## src/rtl/imem_fetch_ctrl.sv

```systemverilog
// imem_fetch_ctrl: IMEM port sequencer with 2-entry fetch queue and loader port.
// Build option IMEM_FETCH_STARVE_GUARD_EN bounds how long the loader can starve fetch.
module imem_fetch_ctrl #(
    parameter logic [31:0] RESET_PC     = 32'h0000_0000,
    parameter int          STARVE_LIMIT = 4
) (
    input  logic        clk,
    input  logic        rst_n,
    input  logic        start,
    input  logic        stop,
    input  logic        redir_valid,
    input  logic [31:0] redir_pc,
    input  logic        ld_valid,
    input  logic [31:0] ld_addr,
    input  logic [31:0] ld_data,
    output logic        ld_ready,
    output logic        mem_en,
    output logic        mem_we,
    output logic [31:0] mem_addr,
    output logic [31:0] mem_wdata,
    input  logic [31:0] mem_rdata,
    output logic        if_valid,
    output logic [31:0] if_instr,
    output logic [31:0] if_pc,
    input  logic        if_ready,
    output logic        running
);
    typedef enum logic [1:0] {IDLE, RUN, DRAIN} state_t;

    state_t      state, state_nx;
    logic [31:0] pc;
    logic [31:0] q_instr [2];
    logic [31:0] q_pc [2];
    logic        rd_ptr, wr_ptr;
    logic [1:0]  count;
    logic        infl_valid;
    logic [31:0] infl_pc;

    logic        flush, fetch_elig, fetch_go, guard_force;
    logic        resp_ok, pop, push, pop_q;
    logic [1:0]  credit;
    logic        unused_bits;

    assign running    = (state != IDLE);
    assign flush      = redir_valid && (state != IDLE);
    assign credit     = count + {1'b0, infl_valid};
    assign fetch_elig = (state == RUN) && (credit < 2'd2) && !redir_valid;
    assign ld_ready   = ld_valid && !guard_force;
    assign fetch_go   = fetch_elig && !ld_ready;

    // Read data arrives the cycle after issue; an empty queue passes it straight through.
    assign resp_ok  = infl_valid && !flush;
    assign if_valid = (count != 2'd0) || resp_ok;
    assign if_instr = (count != 2'd0) ? q_instr[rd_ptr] : mem_rdata;
    assign if_pc    = (count != 2'd0) ? q_pc[rd_ptr] : infl_pc;
    assign pop      = if_valid && if_ready;
    assign pop_q    = pop && (count != 2'd0);
    assign push     = resp_ok && !((count == 2'd0) && pop);

`ifdef IMEM_FETCH_STARVE_GUARD_EN
    localparam int CW = $clog2(STARVE_LIMIT + 2);
    logic [CW-1:0] starve_cnt;

    assign guard_force = fetch_elig && (starve_cnt == CW'(STARVE_LIMIT));
    assign unused_bits = ^{ld_addr[1:0], redir_pc[1:0]};

    always_ff @(posedge clk or negedge rst_n) begin
        if (!rst_n) begin
            starve_cnt <= '0;
        end else if (!fetch_elig || fetch_go) begin
            starve_cnt <= '0;
        end else if (ld_ready) begin
            starve_cnt <= starve_cnt + 1'b1;
        end
    end
`else
    assign guard_force = 1'b0;
    assign unused_bits = ^{ld_addr[1:0], redir_pc[1:0], STARVE_LIMIT};
`endif

    always_comb begin
        mem_en    = 1'b0;
        mem_we    = 1'b0;
        mem_addr  = '0;
        mem_wdata = '0;
        unique case (1'b1)
            ld_ready: begin
                mem_en    = 1'b1;
                mem_we    = 1'b1;
                mem_addr  = {ld_addr[31:2], 2'b00};
                mem_wdata = ld_data;
            end
            fetch_go: begin
                mem_en   = 1'b1;
                mem_addr = pc;
            end
            default: ;
        endcase
    end

    always_comb begin
        state_nx = state;
        unique case (state)
            IDLE:    if (start && !stop) state_nx = RUN;
            RUN:     if (stop) state_nx = DRAIN;
            DRAIN:   if (!infl_valid && count == 2'd0) state_nx = IDLE;
            default: state_nx = IDLE;
        endcase
    end

    always_ff @(posedge clk or negedge rst_n) begin
        if (!rst_n) begin
            state      <= IDLE;
            pc         <= RESET_PC;
            count      <= '0;
            rd_ptr     <= 1'b0;
            wr_ptr     <= 1'b0;
            infl_valid <= 1'b0;
        end else begin
            state      <= state_nx;
            infl_valid <= fetch_go;
            if (redir_valid) begin
                pc <= {redir_pc[31:2], 2'b00};
            end else if (fetch_go) begin
                pc <= pc + 32'd4;
            end
            if (flush) begin
                count  <= '0;
                rd_ptr <= 1'b0;
                wr_ptr <= 1'b0;
            end else begin
                if (push) wr_ptr <= ~wr_ptr;
                if (pop_q) rd_ptr <= ~rd_ptr;
                count <= count + {1'b0, push} - {1'b0, pop_q};
            end
        end
    end

    always_ff @(posedge clk) begin
        if (fetch_go) infl_pc <= pc;
        if (push && !flush) begin
            q_instr[wr_ptr] <= mem_rdata;
            q_pc[wr_ptr]    <= infl_pc;
        end
    end
endmodule

```

## config.mk

```make
export PLATFORM = sky130hd
export DESIGN_NAME = imem_fetch_ctrl
export DESIGN_NICKNAME = d
export VERILOG_FILES = /design/src/rtl/imem_fetch_ctrl.sv
export SDC_FILE = /design/constraint.sdc
export NUM_CORES = 1
export LEC_CHECK = 0
export ABC_AREA = 1
export CORE_UTILIZATION = 35
export DETAILED_ROUTE_END_ITERATION = 8
export HOLD_SLACK_MARGIN = 0.06
export PLACE_DENSITY = 0.61
export SYNTH_ARGS = -nofsm -noshare
export SYNTH_HDL_FRONTEND = slang
export SYNTH_SLANG_ARGS = --single-unit
```

## constraint.sdc

```tcl
create_clock -name clk -period 3.7 [get_ports clk]
set_clock_uncertainty 0.2 [all_clocks]
set_input_delay 0.74 -clock clk [delete_from_list [all_inputs] [get_ports clk]]
set_output_delay 0.74 -clock clk [all_outputs]
set_load 0.03 [all_outputs]
```

Run 1, gate-type map:
(2 px per µm)
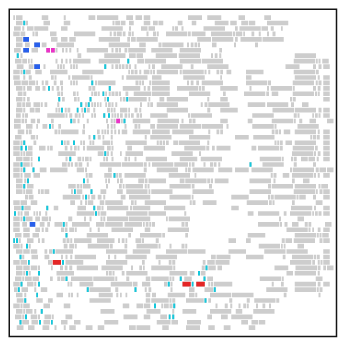
| color | family | cells |
|---|---|---|
| cyan | inv cells | 85 |
| magenta | and/or cells | 3 |
| red | fa/ha/maj cells | 3 |
| blue | non-inverting ao/oa cells | 5 |

Run 1, routed metal, one color a layer:
(2 px per µm) Only two layers are drawn.
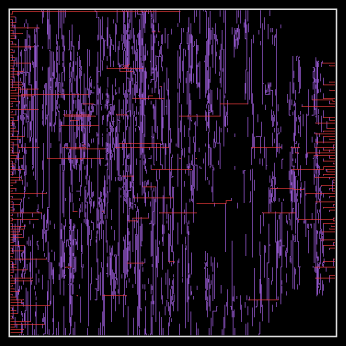
| color | layer | wire length |
|---|---|---|
| red | metal 3 | 1,390 µm |
| purple | metal 2 | 12,400 µm |

Run 1, cell outlines without signal wires:
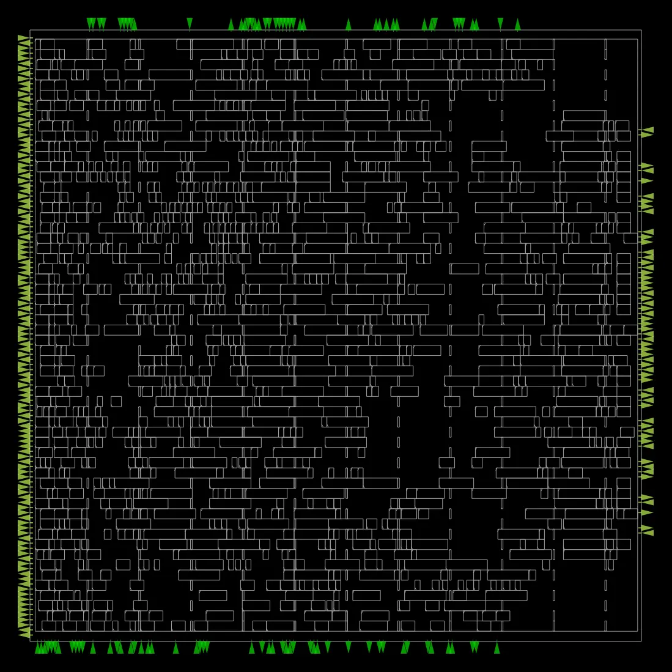
flop count: 191
non-filler instance count after layout: 1,554
Layout Utilization: 50.20%
core area: 25,330 µm²
Core Rows: 58

==> results.cfg, run 1 <==
; implementation run metrics
[outcome]
status = completed

[synthesis]
ys_cells = 962
numSynthFlops = 191
synth.distinct_cells = 33
ys.flop_type = edfxtp_1
async_flop_share_pct = 19.37
synth-edff-count = 154
top_cells_by_area = edfxtp_1, nand2_1, dfrtp_1
top_cell = nand2_1
netlist_area_um2 = 9064
ys_seq_share_pct = 61.24
synthTopCellsByCount = nand2_1, edfxtp_1, a21oi_1
synth_cells = 962
top_area_share_pct = 51.02
avgSynthCellArea_um2 = 9.422
yosysTopAreaCell = edfxtp_1
ys_chip_area_um2 = 9064
ys_warn_count = 0

[run]
cap_violations = 0
tool_warnings = 31

[pwr]
p_leak_nw = 5.154
totalPowerFinal_mw = 8.658
pwr_density_cell_nw_per_um2 = 680.9
ir_drop_mv = 0.4308

[sta]
hold_viol = 0
period_needed_ns = 3.442
setup_viol = 0
worst_pin_slew_ns = 0.6580
rsz0062_at_grt = no
slew_headroom_pct = 56.14
drv_slew = 0
fmax_ghz = 0.2905
fin_crit_sh_pct = 93.04
fin_ws_ns = 0.2575

[critical_path]
end_kind = primary output
reg2reg_depth = 7
crit_fanout = 22
rrSetupSlack_ns = 1.36
rr_endpoint = infl_pc[23]$_DFFE_PN_
worstPathArrival_ns = 2.50
reg2reg_from = state[1]$_DFFE_PN0P_
cp-start-kind = flop
required_ns = 2.76
path_class = reg -> out

[drt]
avgRoutedWirePerCell_um = 16.17
viasPerCell = 4.759
drtIter0Drc = 448
detail-route-antenna-nets = 0
first_pass_iters = 5
wirelength_um = 25120
vias = 7396
remaining_drc_errors = 0

[cts]
clockBufferDepth = 2
clk_latency_ns = 0.42
postCtsSetupBuffers = 0
numCtsBuffers = 17
tritoncts_num_sinks = 191
ctsHoldBuffers = 0
cts_tree = done
cts-htree-levels = 4
cts_root_buffer = clkbuf_16
cts_resized = 0
path_clk_slew_ns = 0.07

[final_layout]
fin_area_um2 = 12710
synthToLayoutAreaGrowth_pct = 40.28
nets = 1349
antenna_cells = 0
logic_area_um2 = 2945
fillCellCount = 2341
drive_gt1_share_pct = 11.93
regArea_um2 = 5552

[floorplanning]
die_h_um = 162.9
chipWidth_um = 162.9
ios = 268
fp-utilization_pct = 35.79
die_area_um2 = 26540

[placement]
gp_congestion = 0.8753
place_ws_ns = 0.4530
numPortBuffers = 259
place_area_um2 = 12150
hpwl_um = 17610

[global_route]
grt_overflow = 0
grt_pass1_vias = 7222
grtUsageTotal_pct = 19.16
antenna_found_initial = 0
grt_pass1_wl_um = 38470
grt_start_max_net_pins = 55

[worst_hold_path]
hold_path_class = in -> async
-- run 1: critical path: stages, from the launching register on --
cell and delay, ns:
dfrtp_2 0.58, inv_2 0.39, buf_12 0.20, nand2_1 0.06, a21oi_1 0.15, clkdlybuf4s50_1 0.68
-- run 1: how the worst max path moves through the flow --
stage / startpoint / endpoint / slack, ns / cells past startpoint
6_report: rd_ptr$_DFFE_PN0P_ / if_instr[23] / 0.26 / 5
5_1_grt: rd_ptr$_DFFE_PN0P_ / if_instr[2] / 0.08 / 5
4_1_cts: rd_ptr$_DFFE_PN0P_ / if_pc[11] / 0.17 / 5
3_5_place_dp: redir_valid / count[1]$_DFF_PN0_ / 0.45 / 11
3_3_place_gp: redir_valid / count[1]$_DFF_PN0_ / 0.49 / 11
2_1_floorplan: redir_valid / q_instr[0][0]$_DFFE_PP_ / -0.73 / 5
-- run 1: layout make-up --
class                      instances  share of cell area [%]
sequential                       191                   43.66
timing repair buffer             278                   22.97
clock inverter                    13                  0.9644
multi-input combinational        638                   23.16
clock buffer                      19                   3.484
tap                              330                   3.247
inverter                          85                   2.509
-- run 1: layer usage --
metal | wire [µm] | part of all wire (%) | vias to the layer above | GRT usage [%]
li1 | - | - | 3684 | -
met1 | 11020 | 44 | 3432 | 24.34
met2 | 12450 | 50 | 266 | 33.33
met3 | 1394 | 5.5 | 14 | 3.591
met4 | 265 | 1.1 | 0 | 5.013
met5 | 0 | 0 | - | 0
-- run 1: placed cells by master, fill, tap and decap left out, types with 17 or more instances in the layout --
master | netlist | final
nor2_1 | 108 | 105
a21oi_1 | 128 | 128
clkdlybuf4s50_1 | 0 | 195
buf_12 | 0 | 28
edfxtp_1 | 154 | 154
inv_1 | 81 | 81
nand2_1 | 256 | 256
dfrtp_1 | 37 | 36
buf_4 | 7 | 53
clkbuf_16 | 0 | 17
nand3_1 | 48 | 48
o21ai_0 | 33 | 33
-- run 1: stage by stage --
step	setup TNS [ns]	std cells	hold WS, ns	utilization, %
after floorplan	-90.71	965	0.2444	-
after global placement	0	1522	0.2533	47.97
after detailed placement	0	1522	0.2605	47.97
after CTS	0	1554	0.1541	50.20
after global routing	0	1554	0.1733	50.20
final	0	1554	0.1435	50.20
-- run 1: where the power goes --
part	switching, mW	internal (mW)	total [mW]
logic	2.53	1.75	4.28
clock network	0.842	0.910	1.75
registers	0.166	2.46	2.62
total	3.54	5.12	8.66
-- run 1: kinds of logic after synthesis --
group,synth area share [%]
AND-OR/OR-AND,10.45
XOR/XNOR,1.063
adder cells (fa/ha/maj),0.4142
buffers and inverters,6.640
flip-flops,61.24
other,0.04137
AND/OR/NAND/NOR,20.15
-- run 1: flip-flops by register name, summed over array words and instances (netlist names) --
name and count:
q_instr 64, q_pc 60, infl_pc 30, pc 30, count 2, state 2, infl_valid 1, rd_ptr 1
wr_ptr 1
Run 1, routed metal per tile:
(1.5 px per µm) The die is cut into 33 by 33 equal tiles; dark purple is low, yellow is high, scaled to the fullest tile. Values are wire area over tile area, all layers added.
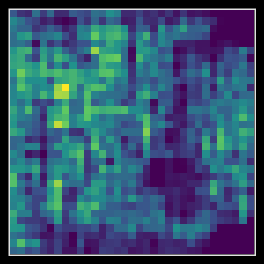

--- run 2 (diff from run 1) ---
Settings changed: DONT_BUFFER_PORTS from default to 1, PLACE_DENSITY 0.61 to 0.47, RECOVER_POWER from default to 25, SLEW_MARGIN from default to 25.
Run 2, routed metal per tile:
(1.5 px per µm) The die is cut into 33 by 33 equal tiles; dark purple is low, yellow is high, scaled to the fullest tile. Values are wire area over tile area, all layers added.
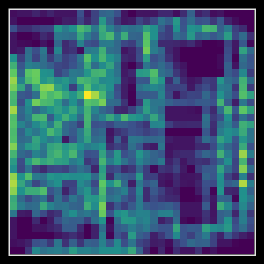
nearly empty tiles: 7.8%
mean over tiles: 0.14
fullest tile: 0.45
gr usage total: 17.46%
DR WL/cell: 16.63 µm
vias: 6,755
drt total wl: 23,050 µm

==> run 2 against run 1 <==
Net effect: utilization down 8.3 points; sequential cell count unchanged; sequential share of layout area increased by 8.6 points; die area is the same; combinational power down 19%; clock-buffer cell count shrank 2; register-to-register slack lost 0.09 ns; critical path depth unchanged; sequential power about the same; highest routed layer unchanged; fmax is 8.0% higher; routed wire length shrank 8.3%; non-clock buffer count shrank 169.
==> results.cfg, run 2 <==
; implementation run metrics
[outcome]
status = completed

[placement]
dpl.cell_count = 1351
hpwl_um = 15600
numPortBuffers = 0
gp_congestion = 0.8159
place_ws_ns = 0.9419

[synthesis]
synth.distinct_cells = 33
numSynthFlops = 191
synthTopCellsByCount = nand2_1, edfxtp_1, a21oi_1
ys_chip_area_um2 = 9064
ys_seq_share_pct = 61.24
ys_warn_count = 0
yosysTopAreaCell = edfxtp_1
ys_cells = 962
synth-edff-count = 154
ys.flop_type = edfxtp_1
async_flop_share_pct = 19.37
netlist_area_um2 = 9064
top_cells_by_area = edfxtp_1, nand2_1, dfrtp_1
avgSynthCellArea_um2 = 9.422
top_cell = nand2_1
top_area_share_pct = 51.02
synth_cells = 962

[sta]
slew_headroom_pct = 47.45
fmax_ghz = 0.3136
whs_ns = 0.2011
rsz0062_at_grt = no
drv_slew = 0
final.setup.tns_ns = 0
fin_crit_sh_pct = 86.17
hold_viol = 0
worst_pin_slew_ns = 0.7883
fin_ws_ns = 0.5116
setup_viol = 0
period_needed_ns = 3.188

[final_layout]
final_cells = 1386
top_register = q_instr
top_regs = q_instr x64, q_pc x60
nets = 1180
final_layout_top_logic_cells = nand2_1, edfxtp_1, a21oi_1
regArea_um2 = 5552
drive_gt1_share_pct = 16.21
synthToLayoutAreaGrowth_pct = 17.15
logic_area_um2 = 2945
fillCellCount = 2517
fin_area_um2 = 10620
largest_reg_flops = 64
lay_top_count = nand2_1

[critical_path]
required_ns = 2.76
cp_num_buf_inv = 2
crit_fanout = 64
path_class = reg -> out
slowest_stage = buf_4
worstPathArrival_ns = 2.25
rr_endpoint = count[1]$_DFF_PN0_
reg2reg_depth = 8
end_kind = primary output
crit_path_max_incr_delay_ns = 0.64
cp-start-kind = flop
crit_family = buffers and inverters
rrSetupSlack_ns = 1.27
reg2reg_from = count[1]$_DFF_PN0_

[global_route]
antenna_found_initial = 1
grt_start_max_net_pins = 66
grt_pass1_wl_um = 35250
grt_pass1_vias = 6406
grt_overflow = 0

[cts]
cts_root_buffer = clkbuf_16
tritoncts_num_sinks = 191
clockBufferDepth = 2
numCtsBuffers = 17
path_clk_slew_ns = 0.07
clk_latency_ns = 0.43
cts_tree = done
cts-htree-levels = 4

[run]
cap_violations = 0

[floorplanning]
die_area_um2 = 26540
chipWidth_um = 162.9
num_rows = 58
ios = 268
core_um2 = 25330
die_h_um = 162.9
fp-utilization_pct = 35.79

[drt]
routed.top_layer = met4
first_pass_iters = 4
remaining_drc_errors = 0
viasPerCell = 4.874
wl_met1_um = 10530
detail-route-antenna-nets = 0
wl_met3_um = 1265
wl_met2_um = 11010
drtIter0Drc = 379

[pwr]
p_leak_nw = 4.398
ir_drop_mv = 0.3119

[worst_hold_path]
hold_path_class = in -> reg
min_from = mem_rdata[28]
run 2: final cells by class:
cell class                 instances  area share [%]
sequential                       191           52.29
timing repair buffer             109           7.848
multi-input combinational        638           27.74
antenna                            1         0.02357
clock buffer                      17           4.007
tap                              330           3.889
inverter                          85           3.005
clock inverter                    15           1.202
run 2: repair_timing:
action	CTS	global route
gates resized	0	0
setup endpoints to repair	0	0
setup buffers	0	0
hold endpoints to repair	37	0
hold buffers	2	0
run 2: routing by layer:
layer,up-vias,global-route usage (%)
li1,3360,-
met1,3189,23.34
met2,186,29.05
met3,20,3.056
met4,0,4.800
met5,-,0
run 2: power breakdown:
group / total (mW) / leakage, nW / internal (mW) / switching, mW
Combinational: 3.47 / 2.29 / 1.08 / 2.40
Sequential: 2.59 / 1.84 / 2.46 / 0.129
Clock: 1.74 / 0.268 / 0.883 / 0.853
run 2: worst max path at each step:
stage | startpoint | endpoint | slack (ns) | cells after the start
final | count[1]$_DFF_PN0_ | if_pc[18] | 0.51 | 5
after global routing | count[1]$_DFF_PN0_ | if_pc[18] | 0.40 | 5
after CTS | count[1]$_DFF_PN0_ | if_pc[18] | 0.47 | 5
after detailed placement | count[1]$_DFF_PN0_ | if_pc[18] | 0.94 | 5
after global placement | count[1]$_DFF_PN0_ | if_pc[18] | 0.94 | 5
after floorplan | redir_valid | q_instr[0][0]$_DFFE_PP_ | -0.73 | 5
run 2: worst register-to-register path, cell delays in order (launching register included):
cell and delay (ns):
dfrtp_1 0.45, nor2_4 0.14, buf_4 0.64, nor2_1 0.15
ha_1 0.32, inv_1 0.04, ha_1 0.18, xor2_1 0.14
nor2_1 0.05
run 2: metrics by stage:
step / utilization (%) / power (mW)
6_report: 41.92 / 7.795
5_1_grt: 41.92 / 8.241
4_1_cts: 41.91 / 7.899
3_5_place_dp: 39.61 / 6.143
3_3_place_gp: 39.61 / 6.129
2_1_floorplan: - / 4.919
run 2: logic make-up after synthesis:
| logic type | after synthesis | share of synthesized area (%) |
|---|---|---|
| fa+ha+maj | 3 | 0.4142 |
| xor+xnor | 11 | 1.063 |
| simple gates | 440 | 20.15 |
| flops | 191 | 61.24 |
| other cells | 1 | 0.04137 |
| buf+inv | 136 | 6.640 |
| compound gates | 180 | 10.45 |
--- run 3 (diff from run 2) ---
Settings changed: CORE_ASPECT_RATIO from default to 1.25, SLEW_MARGIN 25 to default.
Run 3, a small window of the routed layout:
Region (58, 76) to (88, 106) µm. Cells in gray, sequential cells in the stronger gray; small squares are vias.
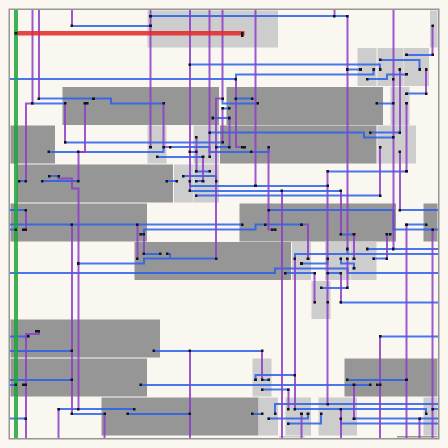
| color | layer |
|---|---|
| red | metal 3 |
| purple | metal 2 |
| green | metal 4 |
| blue | metal 1 |
sequential cells in the window: 11
cells with their middle in the window: 30
most frequent: edfxtp_1 (11), a21oi_1 (7), nor2_1 (5)
netlist names of flops here include: q_pc (8), infl_pc (3)

==> run 3 against run 2 <==
Net effect: total power up 0.89%; first-iteration DRC count decreased by 22%; design area rose by 0.45%; critical path depth down 1; fmax up 6.6%; combinational power grew 1%; critical path type unchanged; non-clock buffer count stayed put; die area is essentially flat.
==> results.cfg, run 3 <==
; implementation run metrics
[final_layout]
lay_top_count = nand2_1
synthToLayoutAreaGrowth_pct = 17.67
finish.utilization_pct = 42.03
top_regs = q_instr x64, q_pc x60
nets = 1180
drive_gt1_share_pct = 16.11
largest_reg_flops = 64

[cts]
cts-htree-levels = 4
clk_latency_ns = 0.43
tritoncts_num_sinks = 191
cts_root_buffer = clkbuf_16
clockBufferDepth = 2

[synthesis]
synth-edff-count = 154
synth_cells = 962
yosysTopAreaCell = edfxtp_1
ys_warn_count = 0
avgSynthCellArea_um2 = 9.422
numSynthFlops = 191
ys_chip_area_um2 = 9064
ys.flop_type = edfxtp_1
top_area_share_pct = 51.02
ys_seq_share_pct = 61.24
synth.distinct_cells = 33
netlist_area_um2 = 9064
top_cells_by_area = edfxtp_1, nand2_1, dfrtp_1
ys_cells = 962

[drt]
wirelength_um = 22990
drtIter0Drc = 295
avgRoutedWirePerCell_um = 16.53
remaining_drc_errors = 0
first_pass_iters = 4
vias = 6718

[critical_path]
path_class = reg -> out
cp-start-kind = flop
end_kind = primary output
crit_fanout = 62
required_ns = 2.76

[pwr]
clock_power_share_pct = 22.5
swShare_pct = 42.65
pwr_density_cell_nw_per_um2 = 737.4
p_leak_nw = 4.417
ir_drop_mv = 0.3802
p_seq_share_pct = 32.9

[placement]
numPortBuffers = 0
hpwl_um = 15240
gp_congestion = 0.7849
place_ws_ns = 1.043

[floorplanning]
fp-utilization_pct = 35.72
die_area_um2 = 26550
chipWidth_um = 145.9
num_rows = 65
ios = 268

[global_route]
grt_pass1_wl_um = 36540
grt_overflow = 0
antenna_found_initial = 1
grt_pass1_vias = 6577
grt_start_max_net_pins = 66

[sta]
period_needed_ns = 2.991
hold_viol = 0
fmax_ghz = 0.3343
setup_viol = 0
fin_crit_sh_pct = 80.84
fin_ws_ns = 0.7089
worst_pin_slew_ns = 0.7975
slew_headroom_pct = 46.84
drv_slew = 0

[run]
cap_violations = 0

[worst_hold_path]
hold_path_class = in -> reg

[outcome]
status = completed
[run 3: cell counts after synthesis]
No cell type changed its count.
[run 3: cell type report]
class                   instances  area [µm²]
diodes                          1       2.502
well taps                     335       419.2
clock inverters                13       128.9
repair buffers                109       865.8
multi-input cells             638        2945
fillers                      2537       14710
inverters                      85       319.1
flip-flops and latches        191        5552
clock buffers                  19       432.9
[run 3: routing by layer]
metal | vias to the layer above | part of all wire (%) | GRT usage (%)
met2 | 191 | 50 | 31.60
met1 | 3157 | 44 | 22.20
met4 | 0 | 0.83 | 4.337
li1 | 3356 | - | -
met5 | - | 0 | 0
met3 | 14 | 4.9 | 4.095
[run 3: path summary, 6_finish.rpt]
kind	from	endpoint	slack, ns	cells past startpoint
worst max-delay path	rd_ptr$_DFFE_PN0P_	if_pc[30]	0.71	4
worst min-delay path	mem_rdata[27]	q_instr[0][27]$_DFFE_PP_	0.20	0
worst max register to register	count[1]$_DFF_PN0_	pc[20]$_DFFE_PN0N_	1.36	9
worst min register to register	infl_pc[19]$_DFFE_PN_	q_pc[0][19]$_DFFE_PP_	0.28	0
max in group asynchronous	rst_n	rd_ptr$_DFFE_PN0P_	2.45	2
min in group asynchronous	rst_n	pc[18]$_DFFE_PN0N_	0.62	2
[run 3: timing repair]
action | in CTS | in global routing
gates resized | 0 | 0
hold buffers | 2 | 0
buffers inserted | 0 | 0
hold endpoints to repair | 37 | 0
[run 3: logic make-up (layout without fill, tap and decap cells)]
group | count (synthesis) | after routing | synth area share (%)
simple gates | 440 | 440 | 20.15
flops | 191 | 191 | 61.24
compound gates | 180 | 180 | 10.45
buf+inv | 136 | 226 | 6.640
xor+xnor | 11 | 11 | 1.063
fa+ha+maj | 3 | 3 | 0.4142
other cells | 1 | 5 | 0.04137
[run 3: power by group through the flow]
stage	combinational [mW]	sequential [mW]	clock, mW
6_report	3.51	2.58	1.77
5_1_grt	3.82	2.60	1.90
4_1_cts	3.59	2.58	1.83
3_5_place_dp	3.56	2.63	0
3_3_place_gp	3.55	2.63	0
2_1_floorplan	2.34	2.58	0
[run 3: through the flow]
step,instance area (µm²),TNS [ns],std cells,hold slack [ns]
finish,10670,0,1391,0.2017
global route,10670,0,1391,0.1718
CTS,10660,0,1390,0.1743
detailed placement,10060,0,1356,0.2458
global placement,10060,0,1356,0.2456
floorplan,9075,-90.71,965,0.2444
[run 3: critical path: stages (launching register included)]
cell and delay (ns):
dfrtp_2 0.36, buf_4 0.61, a21oi_1 0.15, a21oi_1 0.25, buf_4 0.21
Power and IR drop assume default switching activity.
